==> config.mk <==
export PLATFORM = sky130hd
export DESIGN_NAME = sine_dds_flat
export DESIGN_NICKNAME = d
export VERILOG_FILES = /design/src/rtl/sine_pkg.sv /design/src/rtl/sine_dds_if.sv /design/src/rtl/sine_quarter_rom.sv /design/src/rtl/sine_dds.sv /design/src/flat_wrapper.sv
export SDC_FILE = /design/constraint.sdc
export NUM_CORES = 1
export LEC_CHECK = 0
export CORE_ASPECT_RATIO = 0.9
export CORE_MARGIN = 8
export CORE_UTILIZATION = 45
export CTS_CLUSTER_SIZE = 20
export DETAILED_ROUTE_END_ITERATION = 12
export PLACE_DENSITY = 0.73
export SYNTH_ARGS = -nofsm -noshare
export SYNTH_HDL_FRONTEND = slang
export SYNTH_SLANG_ARGS = --single-unit
export TNS_END_PERCENT = 30
==> constraint.sdc <==
create_clock -name clk -period 3.3 [get_ports clk]
set_input_delay 0.66 -clock clk [delete_from_list [all_inputs] [get_ports clk]]
set_output_delay 0.66 -clock clk [all_outputs]
set_load 0.005 [all_outputs]
Fig. 1: metal 1
Supply wires on this layer in gray.
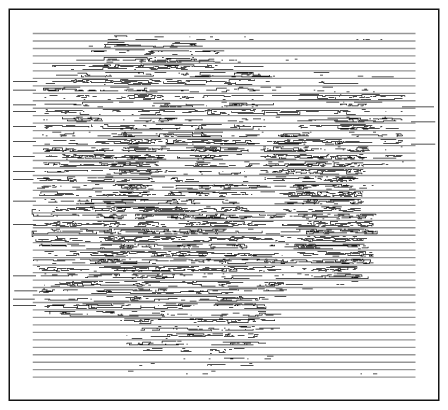
The longest straight run is 33.6 um. 989 nets have wire on it.
final wirelength: 18.1 mm
met1 Use GR: 21.4%
via count: 6,777

Fig. 2: met2 routing
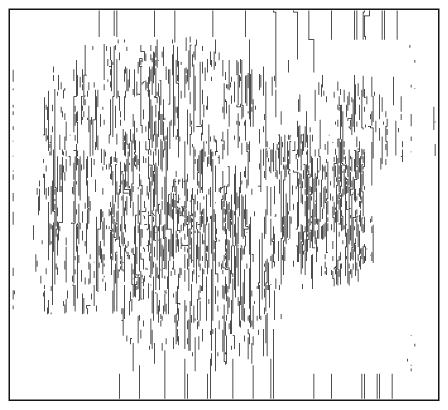
The longest straight run is 58.8 um. The wires run mostly vertical. 855 nets have wire on it.
M2 GR Usage: 27.4%

Fig. 3: met3 routing
Bar = 50 um.
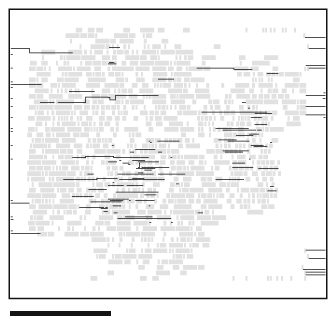
The layer holds 4.9% of the routed length. 82 nets have wire on it. The longest straight run is 32.2 um. The wires run mostly horizontal. The layer carries 897 um of wire.
global routing usage on met3: 3.80%

==> notes.md <==
fresh numbers from the pnr run: outcome=finished, final reports clean, All-Layer GR Usage=~17%, Power Dens Cells=~420 nW/um^2, Final period util=78.5%, top cells by count=dfxtp_1 (133), nand2_1 (123), nor2_1 (102), final core utilization=between 50% and 60%, share of post-route cells with drive strength above 1=roughly 6.2%, Crit Path Class=register to register, Largest stage delay, worst path=around 0.53 ns, comb area leader=AND-OR/OR-AND gates, clk latency late pin=between 0.4 and 0.5 ns, OpenROAD warning count=33, setup bufs post-CTS=0, r2r setup slk=a little over 0.7 ns, Buf+Inv Stages, Crit Path=2, Synth area leader=dfxtp_1, Max VDD drop=0.494 mV, total CTS buffers=17, first-pass GRT wire length=just over 30 mm, adder share=under 10%, aoi share=21.6%, WP data arrival=approximately 2.9 ns, Core Area=approximately 17,000 um^2, total gr overflow=0, Iter 0 DRT Violations=559, Distinct lib cells used=70, Setup WS pre-CTS=0.757 ns, count of library flops with an enable pin=0, Critical Path Fanout Max=11, critical path endpoint category=register, Top cell excl fill/tap=dfxtp_1, CTS clock-pin slew for the worst setup and hold paths=0.06 ns, Critical Path RT=between 3 and 4 ns, Avg WL per Cell=around 15 um, hpwl dp=12.5 mm, Async S/R FF share, synth=0%, worst hold stages=1, Post-synth mux share=roughly 7.7%, syn_area_per_cell=approximately 8 um^2, Hold Crit Class=register to register, FF+latch count, synth=133, via/cell ratio=between 5 and 6, slowest CP cell=dfxtp_1, CTS H-tree depth=4, chip area=~22,000 um^2, Tot Pwr=0.00380 W, Placed Instances=1,210, Max-Cap Viols=0, YS chip area=between 7000 and 8000 um^2, fin area=roughly 9000 um^2, main flop type=dfxtp_1, largest net degree at the start of global routing=around 71, CTS tree=done, register area share after synthesis=between 30 and 40%, Slew @ Worst Pin=roughly 1.1 ns, worst setup margin=between 0.7 and 0.8 ns, max-slew violation count=0, vias in the first global route=between 6,000 and 7,000, hold buffer count at cts=0, fin nets=1,068, RSZ-0062 raised after global routing=false, I/O Buffers=roughly 45, P_leak=3.63 nW, Fmax=386 MHz, setup violators final=0, xor/xnor share=4.65%, Pre-Place Util=between 40 and 50%, initial antenna violation count=0, GP Congestion=between 0.9 and 1, Top Ports=70, Post-Synthesis Cells=about 990, DIE HEIGHT=142 um, Die Wd=156 um, drt drc=0, WHS=approximately 0.44 ns, area grow syn2layout=13.6%, most frequent cell after synthesis=dfxtp_1, CTS resizes=0, delay-heaviest family, CP=AND-OR/OR-AND gates, Final Hold Violation Tally=0, Clock Path Buffers=2, Detail Route Antenna Nets=0, DRT Pass-1 Iters=5, # rows=approximately 46, relative slew slack=between 20% and 30%, post-route non-filler standard cell count=approximately 1,200, R2R cell count=8, n_diodes=0, yosys stat cell total=around 1,000, critical path depth in cells=8, post-synthesis cell area=7920 um^2, CP cell instances=inv_1 > ha_1 > inv_1 > ha_1 > o21ai_0 > a221o_1 > a2111oi_0 > a21oi_1, Post-synth area hogs=dfxtp_1 (34%), mux2i_1 (7.0%), ha_1 (6.6%), Clock Skew=0.00898 ns, synth warn=0, Sink Count=about 130, Basic Gates by Area=roughly 18%, Root Driver=clkbuf_16, Top cells excl fill/tap=dfxtp_1 (132), nand2_1 (123), nor2_1 (102), Post-Route Setup TNS=0 ns, CP Launch Type=register, Final min period=2.59 ns, placed inst area=~8400 um^2, top area contributor share=33.6%
layout make-up:
class | instances | area (um^2)
fillers | 1643 | 8440
well taps | 240 | 300
flip-flops and latches | 133 | 2660
clock buffers | 22 | 464
clock inverters | 10 | 170
inverters | 24 | 90.1
repair buffers | 55 | 518
multi-input cells | 758 | 4790
report_power, final:
group / switching [W] / total (W) / internal (W)
logic: 0.0000670 / 0.000134 / 0.0000669
registers: 0.0000165 / 0.00165 / 0.00163
clock network: 0.000709 / 0.00202 / 0.00131
per-layer routing:
layer | track usage (%) | vias up | wire length, um
met4 | 6.38 | 0 | 391
li1 | - | 3441 | -
met2 | 27.4 | 181 | 8410
met3 | 3.80 | 32 | 896
met1 | 21.4 | 3123 | 8450
met5 | 0 | - | 0
Power and IR drop assume default switching activity.
